**Routed clock nets over the placement**

Drawn at 1 px/um.
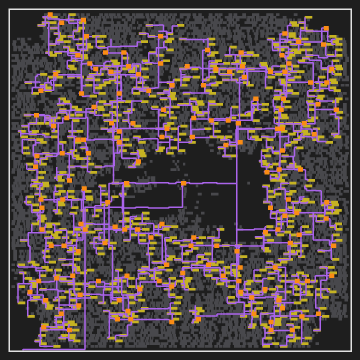
**Signal wires on met1**

Drawn at 1 px/um. Supply wires on this layer in grey.
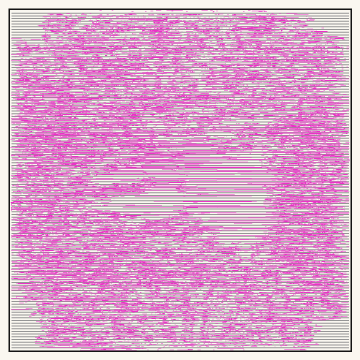
File: src/rtl/bcd_pkg.sv
// Shared types and helpers for the packed-BCD datapath.
package bcd_pkg;

  localparam int BCD_ROWS = 3;

  typedef logic [7:0] bcd_byte_t;

  function automatic bcd_byte_t nines_byte(input bcd_byte_t d);
    return {4'd9 - d[7:4], 4'd9 - d[3:0]};
  endfunction

  function automatic logic bcd_nibble_invalid(input logic [3:0] n);
    return n > 4'd9;
  endfunction

endpackage

File: src/rtl/bcd_byte_add.sv
// Combinational two-digit BCD adder with decimal carry in/out.
module bcd_byte_add
  import bcd_pkg::*;
(
  input  logic [7:0] a,
  input  logic [7:0] b,
  input  logic       ci,
  output logic [7:0] o,
  output logic       co
);

  logic [4:0] lo;
  logic [4:0] hi;
  logic       lo_c;

  always_comb begin
    lo   = {1'b0, a[3:0]} + {1'b0, b[3:0]} + {4'b0, ci};
    lo_c = lo > 5'd9;
    hi   = {1'b0, a[7:4]} + {1'b0, b[7:4]} + {4'b0, lo_c};
    co   = hi > 5'd9;
    o[3:0] = lo_c ? lo[3:0] + 4'd6 : lo[3:0];
    o[7:4] = co   ? hi[3:0] + 4'd6 : hi[3:0];
  end

endmodule

File: src/rtl/bcd_addsub_pipe.sv
// Three-row pipelined packed-BCD adder/subtractor: per-byte sums, byte-carry
// resolution, then a per-byte increment into the output register.
module bcd_addsub_pipe
  import bcd_pkg::*;
#(
  parameter int N   = 33,
  parameter int LAT = 3
) (
  input  logic         clk,
  input  logic         rst,
  input  logic         ce,
  input  logic         ld,
  input  logic         sub,
  input  logic [N*8-1:0] a,
  input  logic [N*8-1:0] b,
  input  logic         ci,
  output logic [N*8-1:0] o,
  output logic         co,
  output logic         inv,
  output logic         vo
);

  if (LAT != BCD_ROWS) begin : g_lat_chk
    $error("bcd_addsub_pipe: LAT must be %0d", BCD_ROWS);
  end
  if (N < 1 || N > 64) begin : g_n_chk
    $error("bcd_addsub_pipe: N must be in 1..64");
  end

  logic [N*8-1:0] s0_d, s0_q, s1_q, s2_d;
  logic [N-1:0]   c0_d, c0_q, cin_d, cin_q, c2;
  logic           inv_d, inv0_q, inv1_q;
  logic           v0_q, v1_q;
  logic           cg_q;
  logic           run;

  for (genvar g = 0; g < N; g++) begin : g_byte
    bcd_byte_t bb;
    assign bb = sub ? nines_byte(b[g*8 +: 8]) : b[g*8 +: 8];

    bcd_byte_add u_row0 (
      .a  (a[g*8 +: 8]),
      .b  (bb),
      .ci ((g == 0) ? ci : 1'b0),
      .o  (s0_d[g*8 +: 8]),
      .co (c0_d[g])
    );

    // b tied to zero: reduces to a carry-in increment of the row-0 byte sum.
    bcd_byte_add u_row2 (
      .a  (s1_q[g*8 +: 8]),
      .b  (8'h00),
      .ci (cin_q[g]),
      .o  (s2_d[g*8 +: 8]),
      .co (c2[g])
    );
  end

  always_comb begin
    inv_d = 1'b0;
    for (int i = 0; i < 2*N; i++) begin
      inv_d = inv_d | bcd_nibble_invalid(a[i*4 +: 4]) | bcd_nibble_invalid(b[i*4 +: 4]);
    end
  end

  // A byte summing to 99 passes an incoming carry on, so runs of 99 ripple.
  always_comb begin
    cin_d = '0;
    run   = 1'b0;
    for (int g = 1; g < N; g++) begin
      run      = c0_q[g-1] | ((s0_q[(g-1)*8 +: 8] == 8'h99) & run);
      cin_d[g] = run;
    end
  end

  logic unused_c2;
  assign unused_c2 = ^c2;

  always_ff @(posedge clk) begin
    if (rst) begin
      s0_q   <= '0;
      c0_q   <= '0;
      v0_q   <= 1'b0;
      inv0_q <= 1'b0;
      s1_q   <= '0;
      cin_q  <= '0;
      cg_q   <= 1'b0;
      v1_q   <= 1'b0;
      inv1_q <= 1'b0;
      o      <= '0;
      co     <= 1'b0;
      inv    <= 1'b0;
      vo     <= 1'b0;
    end else if (ce) begin
      s0_q   <= s0_d;
      c0_q   <= c0_d;
      v0_q   <= ld;
      inv0_q <= inv_d;
      s1_q   <= s0_q;
      cin_q  <= cin_d;
      cg_q   <= c0_q[N-1];
      v1_q   <= v0_q;
      inv1_q <= inv0_q;
      vo     <= v1_q;
      if (v1_q) begin
        o   <= s2_d;
        co  <= cg_q | c2[N-1];
        inv <= inv1_q;
      end
    end
  end

endmodule
File: config.mk
export PLATFORM = sky130hd
export DESIGN_NAME = bcd_addsub_pipe
export DESIGN_NICKNAME = d
export VERILOG_FILES = /design/src/rtl/bcd_pkg.sv /design/src/rtl/bcd_byte_add.sv /design/src/rtl/bcd_addsub_pipe.sv
export SDC_FILE = /design/constraint.sdc
export NUM_CORES = 2
export LEC_CHECK = 0
export CORE_UTILIZATION = 50
export CTS_BUF_LIST = sky130_fd_sc_hd__clkbuf_4 sky130_fd_sc_hd__clkbuf_8
export DETAILED_ROUTE_END_ITERATION = 6
export PLACE_DENSITY = 0.74
export SETUP_SLACK_MARGIN = 0.2
export SLEW_MARGIN = 10
export SYNTH_ARGS = -nofsm -noshare
export SYNTH_HDL_FRONTEND = slang
export SYNTH_SLANG_ARGS = --single-unit
File: constraint.sdc
create_clock -name clk -period 7.2 [get_ports clk]
set_input_delay 1.08 -clock clk [delete_from_list [all_inputs] [get_ports clk]]
set_output_delay 1.08 -clock clk [all_outputs]
set_load 0.01 [all_outputs]
==> tab_implementation.tex <==
% Generated from flow reports
\begin{tabular}{lr}
\hline
Metric & Value \\
\hline
\multicolumn{2}{l}{\textbf{Yosys}} \\
\#FFs+latches synth & between 800 and 900 \\
Synthesized instance count & $\sim$6700 \\
Mean instance size in the synthesized netlist & 8.51 um2 \\
Logic family by area & adder cells \\
Top-area cell type share of the netlist area & 30.2\% \\
Number of warnings issued by yosys & 0 \\
\multicolumn{2}{l}{\textbf{Floorplanning}} \\
N\_taps & 1500 \\
DIE AREA & 116000 um2 \\
Count of boundary I/O pins & 801 \\
\multicolumn{2}{l}{\textbf{Hold path}} \\
Endpoint with the worst hold slack & o[177] \\
\multicolumn{2}{l}{\textbf{Finish}} \\
Final non-filler cell total & 9106 \\
Count of flip-flops and latches & 865 \\
Area growth syn-to-layout & 22.5\% \\
Non-Clock Buffer Count & 860 \\
Share of layout cells above drive strength 1 & 4.68\% \\
Top cell class by occupied area & logic gates \\
Final \#Nets & 8757 \\
Most frequent logic cells in the routed design & sky130\_fd\_sc\_hd\_\_nor2\_1, sky130\_fd\_sc\_hd\_\_dfxtp\_1, sky130\_fd\_sc\_hd\_\_clkdlybuf4s50\_1 \\
\multicolumn{2}{l}{\textbf{Setup path}} \\
Depth of the most critical reg-to-reg path & 19 \\
Ordered list of cells on the worst path & clkdlybuf4s50\_1 > inv\_1 > ha\_1 > nand2\_1 > o21ai\_0 > ha\_1 > xor2\_1 > ha\_1 > a21boi\_0 > a31oi\_1 > a221oi\_1 > buf\_4 > fa\_1 > fa\_1 > xor2\_1 > ha\_1 > a21boi\_0 > a31oi\_1 > a221oi\_1 > o21ai\_0 > a311oi\_1 \\
Data arrival time of the critical path & about 6500 ps \\
Critical path buffers and inverters & 3 \\
Crit path launch type & primary input \\
\multicolumn{2}{l}{\textbf{Outcome}} \\
Run status & completed \\
\multicolumn{2}{l}{\textbf{Detailed routing}} \\
DRC marker count from the first detailed-route iteration & about 3500 \\
Total number of vias & 51100 \\
DRC viols & 0 \\
\multicolumn{2}{l}{\textbf{Flow run}} \\
Max\_cap viols & 0 \\
\multicolumn{2}{l}{\textbf{Placement}} \\
\# port buffers & 800 \\
Number of cells in the design after placement & 8814 \\
DP HPWL & 146000 um \\
\multicolumn{2}{l}{\textbf{Global routing}} \\
Global route total overflow & 0 \\
\multicolumn{2}{l}{\textbf{Power}} \\
Power consumption & 15.5 mW \\
\multicolumn{2}{l}{\textbf{CTS}} \\
\# H-tree levels & 4 \\
Number of buffers inserted to repair setup after CTS & 0 \\
CTS tree & yes \\
Clock sink count & a little under 900 \\
\multicolumn{2}{l}{\textbf{STA}} \\
Final tally of setup violations & 0 \\
\hline
\end{tabular}
Notes on 'routed clock nets over the placement' above:
[orange] clock-net drivers | count: 154
[yellow] flip-flops | count: 865
[purple] clock wires | length: 12300 um
flops lie	spread over the die
routed clock nets	155

Notes on 'signal wires on met1' above:
wire length on this layer	79.3 mm
nets with wire on the layer	8122
main direction	horizontal
longest straight run	125 um
share of all routed wire	43%

==> layer usage <==
metal / share of wire (%) / wire length (um) / GRT usage [%] / vias up
met4: 5.2 / 9550 / 15.9 / 50
met2: 45 / 82900 / 48.7 / 1534
met3: 7.1 / 13200 / 6.75 / 389
met1: 43 / 79300 / 39.7 / 24200
met5: 0.17 / 316 / 0 / -
li1: - / - / - / 25000
==> where the power goes <==
part | leakage, nW | total (mW) | internal (mW) | switching, mW
clock network | 1.80 | 5.09 | 2.97 | 2.11
logic | 20.5 | 4.80 | 2.18 | 2.62
registers | 7.07 | 5.62 | 5.22 | 0.398
total | 29.3 | 15.5 | 10.4 | 5.13
Power figures rest on the tool's default switching activity, not on a simulated workload.
